### Wire density map, run 1

Drawn at 2 px/um. The die is cut into 12 by 24 equal tiles; black is low, pale yellow is high, scaled to the fullest tile. Values are wire area over tile area, all layers added.
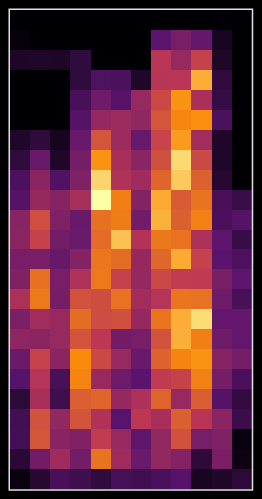
### Signal wires on met3, run 1

Drawn at 2 px/um.
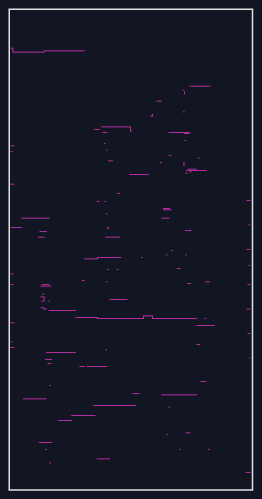
### Drive-strength map, run 1

Drawn at 2 px/um.
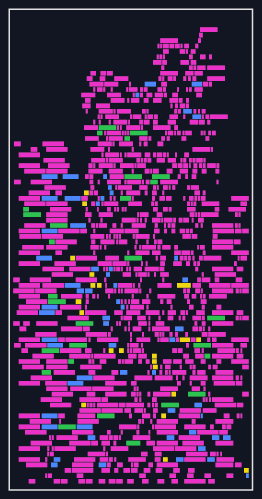
<file path="src/rtl/nn_pkg.sv">
// Shared types and helpers for the dense-layer engine: state encoding,
// clog2 with a floor of 1, and the shift/saturate narrowing step.
package nn_pkg;

  typedef enum logic [1:0] {
    FILL    = 2'd0,
    COMPUTE = 2'd1,
    DRAIN   = 2'd2
  } nn_state_e;

  function automatic int clog2_1(input int n);
    return (n > 1) ? $clog2(n) : 1;
  endfunction

  // Arithmetic shift (floor) then clamp to the signed data_w range.
  function automatic logic signed [63:0] sat_narrow(input logic signed [63:0] acc,
                                                    input int frac_w,
                                                    input int data_w);
    logic signed [63:0] r, hi, lo;
    r  = acc >>> frac_w;
    hi = (64'sd1 <<< (data_w - 1)) - 64'sd1;
    lo = -(64'sd1 <<< (data_w - 1));
    if (r > hi) return hi;
    if (r < lo) return lo;
    return r;
  endfunction

endpackage

</file>
<file path="src/rtl/nn_mac.sv">
// Single accumulator for one neuron at a time: clear-with-bias, accumulate,
// and a combinational narrowed/activated view of the running sum.
module nn_mac import nn_pkg::*; #(
  parameter int DATA_W = 8,
  parameter int ACC_W  = 20,
  parameter int FRAC_W = 4,
  parameter int RELU   = 1
) (
  input  logic                     clk,
  input  logic                     rst,
  input  logic                     clr,
  input  logic                     acc_en,
  input  logic signed [DATA_W-1:0] x,
  input  logic signed [DATA_W-1:0] w,
  input  logic signed [DATA_W-1:0] b,
  output logic signed [DATA_W-1:0] res
);

  logic signed [ACC_W-1:0]    acc_q, acc_d, prod, bias_al;
  logic signed [2*DATA_W-1:0] prod_full;
  logic signed [63:0]         narrowed;

  always_comb begin
    prod_full = (2*DATA_W)'(x) * (2*DATA_W)'(w);
    prod      = ACC_W'(prod_full);
    bias_al   = ACC_W'(b) <<< FRAC_W;
    acc_d     = acc_q;
    if (clr)         acc_d = bias_al + prod;
    else if (acc_en) acc_d = acc_q + prod;
    narrowed = sat_narrow(64'(acc_q), FRAC_W, DATA_W);
    res      = narrowed[DATA_W-1:0];
    if (RELU != 0 && narrowed < 0) res = '0;
  end

  always_ff @(posedge clk or negedge rst) begin
    if (!rst) acc_q <= '0;
    else      acc_q <= acc_d;
  end

endmodule

</file>
<file path="src/rtl/nn_dense_engine.sv">
// One fully-connected layer: fill N_IN samples, run N_OUT*(N_IN+1) MAC/finalize
// cycles, then drain N_OUT results with backpressure.
module nn_dense_engine import nn_pkg::*; #(
  parameter int DATA_W = 8,
  parameter int N_IN   = 4,
  parameter int N_OUT  = 2,
  parameter int FRAC_W = 4,
  parameter int ACC_W  = 20,
  parameter int RELU   = 1
) (
  input  logic                                  clk,
  input  logic                                  rst,
  input  logic                                  w_we,
  input  logic [clog2_1(N_OUT*N_IN)-1:0]        w_addr,
  input  logic signed [DATA_W-1:0]              w_data,
  input  logic                                  b_we,
  input  logic [clog2_1(N_OUT)-1:0]             b_addr,
  input  logic signed [DATA_W-1:0]              b_data,
  output logic                                  cfg_err,
  input  logic                                  in_valid,
  input  logic signed [DATA_W-1:0]              in_data,
  output logic                                  in_ready,
  output logic                                  out_valid,
  output logic signed [DATA_W-1:0]              out_data,
  output logic [clog2_1(N_OUT)-1:0]             out_idx,
  input  logic                                  out_ready,
  output logic                                  busy,
  output logic                                  done
);

  localparam int IW = clog2_1(N_IN);
  localparam int OW = clog2_1(N_OUT);
  localparam int WW = clog2_1(N_OUT*N_IN);
  localparam int TW = $clog2(N_IN + 1);

  // Power-of-two depths keep every index in range for any parameter choice.
  logic signed [DATA_W-1:0] w_mem [2**WW];
  logic signed [DATA_W-1:0] b_mem [2**OW];
  logic signed [DATA_W-1:0] x_mem [2**IW];
  logic signed [DATA_W-1:0] y_mem [2**OW];

  nn_state_e                state_q, state_d;
  logic [IW-1:0]            cnt_q, cnt_d;
  logic [OW-1:0]            j_q, j_d, j_nxt;
  logic [TW-1:0]            t_q, t_d;
  logic                     out_valid_q, out_valid_d;
  logic signed [DATA_W-1:0] out_data_q, out_data_d;
  logic [OW-1:0]            out_idx_q, out_idx_d;
  logic                     done_q, done_d, cfg_err_q, cfg_err_d;

  logic                     cfg_ok, in_xfer, mac_clr, mac_en, y_we;
  logic [IW-1:0]            xi;
  logic [WW-1:0]            wi;
  logic signed [DATA_W-1:0] mac_res;

  assign cfg_ok  = (state_q == FILL) && (cnt_q == '0);
  assign in_xfer = in_valid && (state_q == FILL);
  assign xi      = t_q[IW-1:0];
  assign wi      = WW'(int'(j_q) * N_IN + int'(xi));
  assign j_nxt   = j_q + 1'b1;

  always_comb begin
    state_d     = state_q;
    cnt_d       = cnt_q;
    j_d         = j_q;
    t_d         = t_q;
    out_valid_d = out_valid_q;
    out_data_d  = out_data_q;
    out_idx_d   = out_idx_q;
    done_d      = 1'b0;
    mac_clr     = 1'b0;
    mac_en      = 1'b0;
    y_we        = 1'b0;
    cfg_err_d   = (w_we || b_we) && !cfg_ok;
    case (state_q)
      FILL: begin
        if (in_xfer) begin
          if (cnt_q == IW'(N_IN - 1)) begin
            cnt_d   = '0;
            j_d     = '0;
            t_d     = '0;
            state_d = COMPUTE;
          end else begin
            cnt_d = cnt_q + 1'b1;
          end
        end
      end
      COMPUTE: begin
        if (t_q == TW'(N_IN)) begin
          y_we = 1'b1;
          t_d  = '0;
          if (j_q == OW'(N_OUT - 1)) begin
            j_d     = '0;
            state_d = DRAIN;
          end else begin
            j_d = j_nxt;
          end
        end else begin
          mac_clr = (t_q == '0);
          mac_en  = (t_q != '0);
          t_d     = t_q + 1'b1;
        end
      end
      DRAIN: begin
        // First DRAIN cycle only loads the output register from y_mem[0].
        if (!out_valid_q) begin
          out_valid_d = 1'b1;
          out_data_d  = y_mem[j_q];
          out_idx_d   = j_q;
        end else if (out_ready) begin
          if (j_q == OW'(N_OUT - 1)) begin
            out_valid_d = 1'b0;
            done_d      = 1'b1;
            j_d         = '0;
            state_d     = FILL;
          end else begin
            j_d        = j_nxt;
            out_data_d = y_mem[j_nxt];
            out_idx_d  = j_nxt;
          end
        end
      end
      default: state_d = FILL;
    endcase
  end

  always_ff @(posedge clk or negedge rst) begin
    if (!rst) begin
      state_q     <= FILL;
      cnt_q       <= '0;
      j_q         <= '0;
      t_q         <= '0;
      out_valid_q <= 1'b0;
      out_data_q  <= '0;
      out_idx_q   <= '0;
      done_q      <= 1'b0;
      cfg_err_q   <= 1'b0;
    end else begin
      state_q     <= state_d;
      cnt_q       <= cnt_d;
      j_q         <= j_d;
      t_q         <= t_d;
      out_valid_q <= out_valid_d;
      out_data_q  <= out_data_d;
      out_idx_q   <= out_idx_d;
      done_q      <= done_d;
      cfg_err_q   <= cfg_err_d;
    end
  end

  always_ff @(posedge clk) begin
    if (w_we && cfg_ok) w_mem[w_addr] <= w_data;
    if (b_we && cfg_ok) b_mem[b_addr] <= b_data;
    if (in_xfer)        x_mem[cnt_q]  <= in_data;
    if (y_we)           y_mem[j_q]    <= mac_res;
  end

  nn_mac #(.DATA_W(DATA_W), .ACC_W(ACC_W), .FRAC_W(FRAC_W), .RELU(RELU)) u_mac (
    .clk    (clk),
    .rst    (rst),
    .clr    (mac_clr),
    .acc_en (mac_en),
    .x      (x_mem[xi]),
    .w      (w_mem[wi]),
    .b      (b_mem[j_q]),
    .res    (mac_res)
  );

  assign in_ready  = (state_q == FILL);
  assign busy      = (state_q != FILL) || (cnt_q != '0);
  assign out_valid = out_valid_q;
  assign out_data  = out_data_q;
  assign out_idx   = out_idx_q;
  assign done      = done_q;
  assign cfg_err   = cfg_err_q;

endmodule

</file>
<file path="config.mk">
export PLATFORM = sky130hd
export DESIGN_NAME = nn_dense_engine
export DESIGN_NICKNAME = d
export VERILOG_FILES = /design/src/rtl/nn_pkg.sv /design/src/rtl/nn_mac.sv /design/src/rtl/nn_dense_engine.sv
export SDC_FILE = /design/constraint.sdc
export NUM_CORES = 1
export LEC_CHECK = 0
export ABC_AREA = 0
export CORE_ASPECT_RATIO = 2
export CORE_UTILIZATION = 38
export DETAILED_ROUTE_END_ITERATION = 12
export PLACE_DENSITY = 0.54
export SLEW_MARGIN = 20
export SYNTH_ARGS = -nofsm -noshare
export SYNTH_HDL_FRONTEND = slang
export SYNTH_SLANG_ARGS = --single-unit
</file>
<file path="constraint.sdc">
create_clock -name clk -period 8.25 [get_ports clk]
set_input_delay 1.65 -clock clk [delete_from_list [all_inputs] [get_ports clk]]
set_output_delay 1.65 -clock clk [all_outputs]
set_load 0.1 [all_outputs]
</file>
==> run summary, run 1 <==
impl run done, here's what came out: initial antenna violation count=0, Yosys cell types=around 60, worst rel slew slack=0.319, MaxCap Viol Count=0, hold worst-path end=out_data[4]$_DFFE_PN0P_, Crit path arrival time=between 7 and 8 ns, mean post-synth cell area=11.7 um^2, clk sink count=roughly 170, vias in the first global route=7634, Final nets=1149, DRC violations left=0, # rows=86, most used cell, CP=inv_1, count of pins over their slew limit=0, tool warnings=36, Dominant flop cell=edfxtp_1, Mapped Nets=between 1000 and 1500, cell taking the most area after synthesis=edfxtp_1, Cells on Worst Hold Path=2, worst skew pair latency=0.45 ns, 1st-iter DRT viols=between 300 and 400, gpl congestion=approximately 0.85, Worst setup endpoint=u_mac.acc_q[19]$_DFFE_PN0P_, gr usage total=0.187, CTS tree=yes, area grow syn2layout=14.4%, routed vias/inst=5.22, first-pass iteration count of the detailed router=4, Crit path required time=roughly 8.6 ns, flop-to-flop setup slack=0.65 ns, H-tree levels=4, post-route setup TNS=0 ns, Synth warnings=0, max frequency=132 MHz, top area contributor share=0.358, CP endpoint kind=flip-flop, #FFs+latches synth=between 150 and 200, min cycle time layout=7.60 ns, worst slew pin tran=1.02 ns, outcome=complete, no violations, Min-Delay Path Class=reg2reg, I/O Buffers=47, unrepaired setup endpoints after global routing=no, Register-to-Register Path Depth=28, routed vias=7034, Core Region=approximately 28000 um^2, Max FO, Critical Path=17, Num CTS Buffers=17, DPL Wire Length=19300 um, maximum number of pins on one net before global-route repair=41, synth cell count leaders=edfxtp_1 (128), inv_1 (107), nor2_1 (80), initial core utilization=0.388, mapped cell area=roughly 11000 um^2, Worst R2R Start=t_q[0]$_DFFE_PN0P_, CP max stage cell=o21ai_1, Root Buffer=clkbuf_16, share of cells above drive strength 1=0.108, Die Size=29000 um^2, EDFF count, synth=128, Final setup viols=0, Worst-path clk slew=0.07 ns, skew final=0.0146 ns, ANT nets after route=0, fin crit share=0.921, top cells by area=edfxtp_1 (36%), fa_1 (11%), dfrtp_1 (9.3%), ha_1 (8.7%), inv_1 (3.7%), Post-synth seq share=0.451, die width=121 um, ys cells=921, Die H=240 um, worst r2r dst=u_mac.acc_q[19]$_DFFE_PN0P_, CP startpoint=t_q[0]$_DFFE_PN0P_, cell count after synthesis=921, Worst path max stage delay=0.59 ns, final count of hold timing violations=0, Synth top cell by count=edfxtp_1
Back to the opening pictures, 'Wire density map':
fullest tile: 0.38
nearly empty tiles: 14%
mean over tiles: 0.13
tiles over half the peak: 28%

Back to the opening pictures, 'Signal wires on met3':
share of all routed wire: 1.9%
wire length on this layer: 461 um
longest straight run: 23.0 um
nets with wire on the layer: 63

Back to the opening pictures, 'Drive-strength map':
legend:
  blue:
    size: x2
    cells: 59
  green:
    size: x6 and larger
    cells: 28
  yellow:
    size: x3 and x4
    cells: 21
  magenta:
    size: x1 and smaller
    cells: 888

-- run 1: metal layers --
metal  track usage  routed length, um  up-vias
li1              -                  -     3368
met1         0.169               8230     3463
met2         0.370              14400      136
met3        0.0264                461       67
met4         0.123               1440        0
met5             0                  0        -
-- run 1: cell type report --
cell class	count	area [um^2]
Fill cell	2549	15400
Inverter	108	405
Clock inverter	12	108
Tap cell	352	440
Multi-Input combinational cell	624	5420
Clock buffer	20	457
Timing Repair Buffer	64	606
Sequential cell	168	4840
-- run 1: placed cells by master, fill, tap and decap left out, types with 23 or more instances in the layout --
master | netlist | routed
nor2_1 | 80 | 80
dfrtp_1 | 40 | 40
mux2i_1 | 24 | 24
xnor2_1 | 23 | 23
o21ai_0 | 32 | 32
clkdlybuf4s50_1 | 0 | 46
inv_1 | 107 | 107
a21oi_1 | 43 | 43
edfxtp_1 | 128 | 128
nand2_1 | 54 | 54
ha_1 | 75 | 75
fa_1 | 57 | 57
-- run 1: worst max-delay path, delay by kind of cell (launching register included) --
family | cells | cell delay [ns]
flip-flops | 1 | 0.49
adder cells (fa/ha/maj) | 6 | 2.71
XOR/XNOR | 2 | 0.33
AND/OR/NAND/NOR | 2 | 0.46
buffers and inverters | 6 | 0.89
AND-OR/OR-AND | 12 | 2.64
-- run 1: state kept, by name, summed over array words and instances, names as in the netlist --
register and count:
out_valid 1, cnt_q 2, out_idx 1, u_mac.acc_q 20, done 1, x_mem 32
y_mem 16, t_q 3, w_mem 64, cfg_err 1, out_data 8, state_q 2
b_mem 16, j_q 1
-- run 1: timing repair --
item / in CTS / in global routing
resized: 0 / 1
setup endpoints to repair: 0 / 2
setup buffers: 0 / 0
hold buffers: 0 / 0
-- run 1: per-stage QoR --
| stage | instances | util | instance area, um^2 | setup WS (ns) | hold WS (ns) |
|---|---|---|---|---|---|
| 4_1_cts | 1348 | 0.444 | 12300 | 0.531 | 0.486 |
| 3_3_place_gp | 1316 | 0.423 | 11700 | 0.681 | 0.464 |
| 5_1_grt | 1348 | 0.444 | 12300 | 0.0627 | 0.497 |
| 3_5_place_dp | 1316 | 0.423 | 11700 | 0.535 | 0.470 |
| 6_report | 1348 | 0.444 | 12300 | 0.649 | 0.481 |
| 2_1_floorplan | 921 | - | 10700 | 1.18 | 0.505 |
-- run 1: logic make-up (layout without fill, tap and decap cells) --
group / Yosys count / count (layout) / synth area share
buf+inv: 129 / 204 / 0.0453
compound gates: 164 / 164 / 0.0988
flops: 168 / 168 / 0.451
simple gates: 232 / 232 / 0.103
mux: 58 / 58 / 0.0759
xor+xnor: 38 / 38 / 0.0317
fa+ha+maj: 132 / 132 / 0.194
==> run 2: changes to the inputs <==
Settings changed: SKIP_CTS_REPAIR_TIMING set to 1.
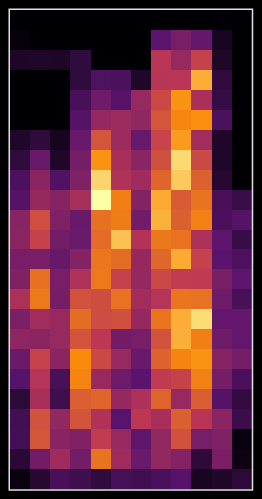
*Wire density map, run 2*
Drawn at 2 px/um. The die is cut into 12 by 24 equal tiles; black is low, pale yellow is high, scaled to the fullest tile. Values are wire area over tile area, all layers added.
emptiest ninth of the die: upper left
nearly empty tiles: 14%
mean over tiles: 0.13
densest ninth of the die: centre

==> run summary, run 2 <==
impl run done, here's what came out: pre-CTS setup slack=0.535 ns, Max FO, Critical Path=17, post-route setup TNS=0 ns, worst skew pair latency=0.45 ns, gpl congestion=0.845, first-pass GRT wire length=39700 um, Final setup viols=0, DPL Wire Length=19300 um, # rows=roughly 86, CP max stage cell=o21ai_1, hold path start=out_data[4]$_DFFE_PN0P_, 1st-iter DRT viols=between 300 and 400, top cells by area=edfxtp_1 (36%), fa_1 (11%), dfrtp_1 (9.3%), ha_1 (8.7%), inv_1 (3.7%), Biggest register=w_mem, Die Size=between 20000 and 30000 um^2, Die H=240 um, Synth warnings=0, Mapped Nets=1087, count of pins over their slew limit=0, max frequency=between 100 and 150 MHz, highest-count logic cell in the final layout=edfxtp_1, Antenna diodes=0, Post-synth seq share=0.451, initial antenna violation count=0, Final nets=1149, final count of hold timing violations=0, ys cells=921, Dominant flop cell=edfxtp_1, fin crit share=0.921, CP bufs+invs=6, Num CTS Buffers=17, Worst-path clk slew=0.07 ns, tool warnings=36, worst slew pin tran=1.02 ns, Root Buffer=clkbuf_16, Finished Cell Area=about 12000 um^2, DRC violations left=0, WL per Instance=18.2 um, max FFs per register=64, die width=121 um, mean post-synth cell area=11.7 um^2, clk buf depth=2, Top delay family on crit path=adder cells, outcome=complete, no violations, Crit path arrival time=roughly 8.0 ns, cell taking the most area after synthesis=edfxtp_1, Worst R2R Start=t_q[0]$_DFFE_PN0P_, Crit path required time=between 8 and 9 ns, unrepaired setup endpoints after global routing=no, skew final=0.0146 ns, Finished Core Util=0.444, vias in the first global route=7634, top flop regs=w_mem x64, x_mem x32, u_mac.acc_q x20, top area contributor share=0.358, Yosys cell types=61, area grow syn2layout=14.4%, area post-placement=11700 um^2, EDFF count, synth=128, I/O Buffers=between 40 and 50, MaxCap Viol Count=0, CP startpoint=t_q[0]$_DFFE_PN0P_, Worst path max stage delay=just under 0.6 ns, initial core utilization=0.388, remaining global-route overflow=0, gr usage total=0.187, Min-Delay Path Class=reg2reg, clk sink count=168, CP endpoint kind=flip-flop, WS Path Type=reg2reg, Post-synth ARST share=0.238, Yosys Chip Area=10700 um^2, most used cell, CP=inv_1, most common logic cells in the final layout=edfxtp_1 (128), inv_1 (107), nor2_1 (80), cell count after synthesis=roughly 900, routed vias/inst=5.22, Synth top cell by count=edfxtp_1, total length of routed wires=24500 um, worst rel slew slack=0.319, min cycle time layout=7.60 ns, synth cell count leaders=edfxtp_1 (128), inv_1 (107), nor2_1 (80), #FFs+latches synth=168, share of cells above drive strength 1=0.108, first-pass iteration count of the detailed router=4, maximum number of pins on one net before global-route repair=41, ANT nets after route=0, num ports=around 48, mapped cell area=10700 um^2, CP Launch Type=flip-flop, H-tree levels=4, Core Region=27700 um^2, setup ws final=between 0.6 and 0.7 ns, CTS tree=yes, routed vias=between 7000 and 8000
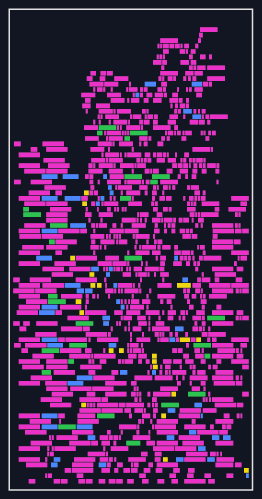
*Drive-strength map, run 2*
Drawn at 2 px/um.
legend:
  magenta:
    size: x1 and smaller
    cells: 888
  yellow:
    size: x3 and x4
    cells: 21
  blue:
    size: x2
    cells: 59
  green:
    size: x6 and larger
    cells: 28

## run 2: per-stage QoR
step / hold WS, ns / std cells
after floorplan: 0.505 / 921
after global placement: 0.464 / 1316
after detailed placement: 0.470 / 1316
after CTS: 0.486 / 1348
after global routing: 0.497 / 1348
final: 0.481 / 1348
## run 2: cells by family (layout without fill, tap and decap cells)
| group | Yosys count | count (layout) | synth area share |
|---|---|---|---|
| simple gates | 232 | 232 | 0.103 |
| flops | 168 | 168 | 0.451 |
| compound gates | 164 | 164 | 0.0988 |
| fa+ha+maj | 132 | 132 | 0.194 |
| buf+inv | 129 | 204 | 0.0453 |
| mux | 58 | 58 | 0.0759 |
| xor+xnor | 38 | 38 | 0.0317 |
## run 2: layout make-up
| class | instances | area (um^2) |
|---|---|---|
| clock inverters | 12 | 108 |
| fillers | 2549 | 15400 |
| flip-flops and latches | 168 | 4840 |
| clock buffers | 20 | 457 |
| multi-input cells | 624 | 5420 |
| well taps | 352 | 440 |
| repair buffers | 64 | 606 |
| inverters | 108 | 405 |
## run 2: worst register-to-register path: cells and delay by family, from the launching register on
family / cells / cell delay [ns]
fa+ha+maj: 6 / 2.71
compound gates: 12 / 2.65
xor+xnor: 2 / 0.33
flops: 1 / 0.49
buf+inv: 6 / 0.90
simple gates: 2 / 0.46
## run 2: path summary, 6_finish.rpt
check	depth (start not counted)	to	slack [ns]
max in group asynchronous	2	out_data[5]$_DFFE_PN0P_	6.53
max reg2reg	28	u_mac.acc_q[19]$_DFFE_PN0P_	0.65
min	2	out_data[4]$_DFFE_PN0P_	0.48
min in group asynchronous	2	done$_DFF_PN0_	1.30
max	28	u_mac.acc_q[19]$_DFFE_PN0P_	0.65
min reg2reg	2	out_data[4]$_DFFE_PN0P_	0.48
## run 2: routing by layer
metal  vias up  track usage  part of all wire
met5         -            0                 0
met4         0        0.123             0.059
met3        67       0.0264             0.019
met2       136        0.370              0.59
met1      3463        0.169              0.34
li1       3368            -                 -
==> run 3: changes to the inputs <==
Settings changed: SETUP_SLACK_MARGIN set to 0.02, SYNTH_HIERARCHICAL set to 1.
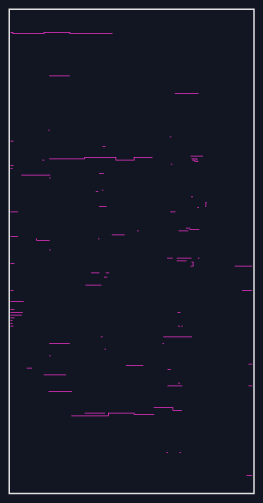
*Signal wires on met3, run 3*
Drawn at 2 px/um.
longest straight run: 21.2 um
nets with wire on the layer: 48

==> run summary, run 3 <==
impl run done, here's what came out: MaxCap Viol Count=0, share of cells above drive strength 1=0.110, flop-to-flop setup slack=0.75 ns, initial antenna violation count=0, I/O Buffers=47, # rows=around 87, first-pass iteration count of the detailed router=5, die width=122 um, Worst-path clk slew=~0.070 ns, Register-to-Register Path Depth=24, num ports=about 48, hold worst-path end=out_data[5]$_DFFE_PN0P_, max FFs per register=64, fin cells=between 1000 and 1500, WL per Instance=about 18 um, CTS tree=yes, mapped cell area=10900 um^2, worst skew pair latency=0.44 ns, Cells on Worst Hold Path=2, tool warnings=36, area grow syn2layout=13.5%, vias in the first global route=7355, remaining global-route overflow=0, gpl congestion=0.837, Die H=241 um, clk buf depth=2, max frequency=roughly 130 MHz, worst r2r dst=u_mac/acc_q[19]$_DFFE_PN0P_, hold path start=out_data[5]$_DFFE_PN0P_, setup ws final=0.754 ns, Final setup viols=0, cell taking the most area after synthesis=edfxtp_1, Final nets=1115, Crit path required time=roughly 8.6 ns, Crit path arrival time=7.83 ns, highest-count logic cell in the final layout=edfxtp_1, top area contributor share=0.353, routed vias=approximately 6700, pre-CTS setup slack=0.682 ns, Synth top cell by count=edfxtp_1, worst slew pin tran=0.978 ns, most common logic cells in the final layout=edfxtp_1 (128), inv_1 (109), nand2_1 (78), Synth warnings=6, Antenna diodes=0, Max FO, Critical Path=20, CP endpoint kind=flip-flop, final count of hold timing violations=0, outcome=complete, no violations, clk sink count=168, WS Path Type=reg2reg, Min-Delay Path Class=reg2reg, maximum number of pins on one net before global-route repair=about 43, DPL Wire Length=18900 um, Biggest register=w_mem, cell count after synthesis=between 800 and 900, count of pins over their slew limit=0, first-pass GRT wire length=about 38000 um, CP Launch Type=flip-flop, synth cell count leaders=edfxtp_1 (128), inv_1 (109), nand2_1 (78), Dominant flop cell=edfxtp_1, Core Region=28200 um^2, Yosys Chip Area=approximately 11000 um^2, unrepaired setup endpoints after global routing=no, routed vias/inst=5.06, ys cells=896, #FFs+latches synth=between 150 and 200, placed cells=1286, H-tree levels=4, worst rel slew slack=0.346, Yosys cell types=between 60 and 70, ANT nets after route=0, Mapped Nets=1062, Root Buffer=clkbuf_16, fin crit share=0.909, DRC violations left=0, Post-synth seq share=0.445, gr usage total=0.176, Num CTS Buffers=17, initial core utilization=0.386, EDFF count, synth=128, mean post-synth cell area=12.1 um^2, Worst R2R Start=t_q[1]$_DFFE_PN0P_, hold slack=around 0.48 ns, min cycle time layout=7.50 ns, post-route setup TNS=0 ns, skew final=0.0114 ns, top cells by area=edfxtp_1 (35%), fa_1 (10%), dfrtp_1 (9.2%), ha_1 (8.6%), mux4_2 (5.0%), Die Size=29400 um^2, Post-synth ARST share=0.238, top flop regs=w_mem x64, x_mem x32, u_mac/acc_q x20, 1st-iter DRT viols=268, total length of routed wires=23600 um
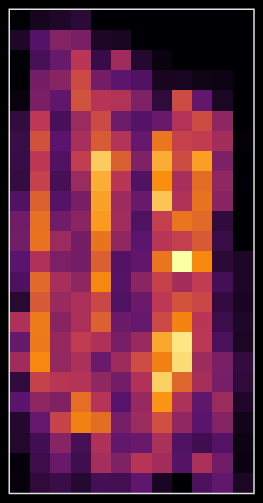
*Wire density map, run 3*
Drawn at 2 px/um. The die is cut into 12 by 24 equal tiles; black is low, pale yellow is high, scaled to the fullest tile. Values are wire area over tile area, all layers added.
emptiest ninth of the die: upper right
fullest tile: 0.37
mean over tiles: 0.12
tiles over half the peak: 23%

## run 3: cell count changes after synthesis, moves of 5 or more
cell	delta
or2_2	-12
a21oi_1	-10
a31oi_1	-5
clkbuf_1	-8
o21ai_2	+5
and2_1	+41
nand2_1	+24
mux2i_1	-6
nor2_1	-56
nand2b_1	-6
o21ai_0	-10
mux4_2	+7
## run 3: cell families after synthesis
group,after synthesis,synth area share
fa+ha+maj,132,0.191
compound gates,140,0.0936
buf+inv,130,0.0467
simple gates,227,0.106
xor+xnor,42,0.0355
flops,168,0.445
mux,57,0.0818
## run 3: metal layers
| layer | vias up | share of wire | GRT usage |
|---|---|---|---|
| met1 | 3273 | 0.34 | 0.164 |
| met2 | 102 | 0.60 | 0.354 |
| met4 | 0 | 0.038 | 0.0932 |
| met3 | 45 | 0.018 | 0.0273 |
| met5 | - | 0 | 0 |
| li1 | 3254 | - | - |
## run 3: cell type report
| cell class | count | area (um^2) |
|---|---|---|
| Fill cell | 2576 | 15800 |
| Multi-Input combinational cell | 598 | 5540 |
| Sequential cell | 168 | 4840 |
| Timing Repair Buffer | 54 | 531 |
| Clock buffer | 21 | 482 |
| Tap cell | 356 | 445 |
| Inverter | 110 | 413 |
| Clock inverter | 11 | 87.6 |
## run 3: worst max path at each step
| stage | startpoint | to | slack [ns] |
|---|---|---|---|
| final | t_q[1]$_DFFE_PN0P_ | u_mac/acc_q[19]$_DFFE_PN0P_ | 0.75 |
| after floorplan | t_q[0]$_DFFE_PN0P_ | u_mac/acc_q[19]$_DFFE_PN0P_ | 1.42 |
| after global placement | t_q[1]$_DFFE_PN0P_ | u_mac/acc_q[19]$_DFFE_PN0P_ | 0.77 |
| after detailed placement | t_q[1]$_DFFE_PN0P_ | u_mac/acc_q[19]$_DFFE_PN0P_ | 0.68 |
| after CTS | t_q[1]$_DFFE_PN0P_ | u_mac/acc_q[19]$_DFFE_PN0P_ | 0.73 |
| after global routing | t_q[1]$_DFFE_PN0P_ | u_mac/acc_q[19]$_DFFE_PN0P_ | 0.33 |
## run 3: critical path, stage by stage (launching register included)
cell and delay [ns]:
dfrtp_1 0.92, mux4_2 0.41, nand2_1 0.08, nand2_1 0.23
and2_1 0.30, fa_1 0.63, inv_1 0.15, fa_1 0.55
inv_1 0.06, fa_1 0.53, inv_1 0.06, fa_1 0.52
inv_1 0.04, ha_1 0.34, nand3_1 0.11, o2111a_1 0.28
o21a_1 0.23, or2_2 0.36, ha_1 0.36, and2_1 0.20
a22o_1 0.24, o31ai_4 0.24, nor3_1 0.09, or2_0 0.22
o211a_1 0.23
## run 3: per-stage QoR
| step | utilization | instance area (um^2) |
|---|---|---|
| 3_5_place_dp | 0.418 | 11800 |
| 3_3_place_gp | 0.418 | 11800 |
| 4_1_cts | 0.438 | 12300 |
| 6_report | 0.438 | 12300 |
| 5_1_grt | 0.438 | 12300 |
| 2_1_floorplan | - | 10900 |
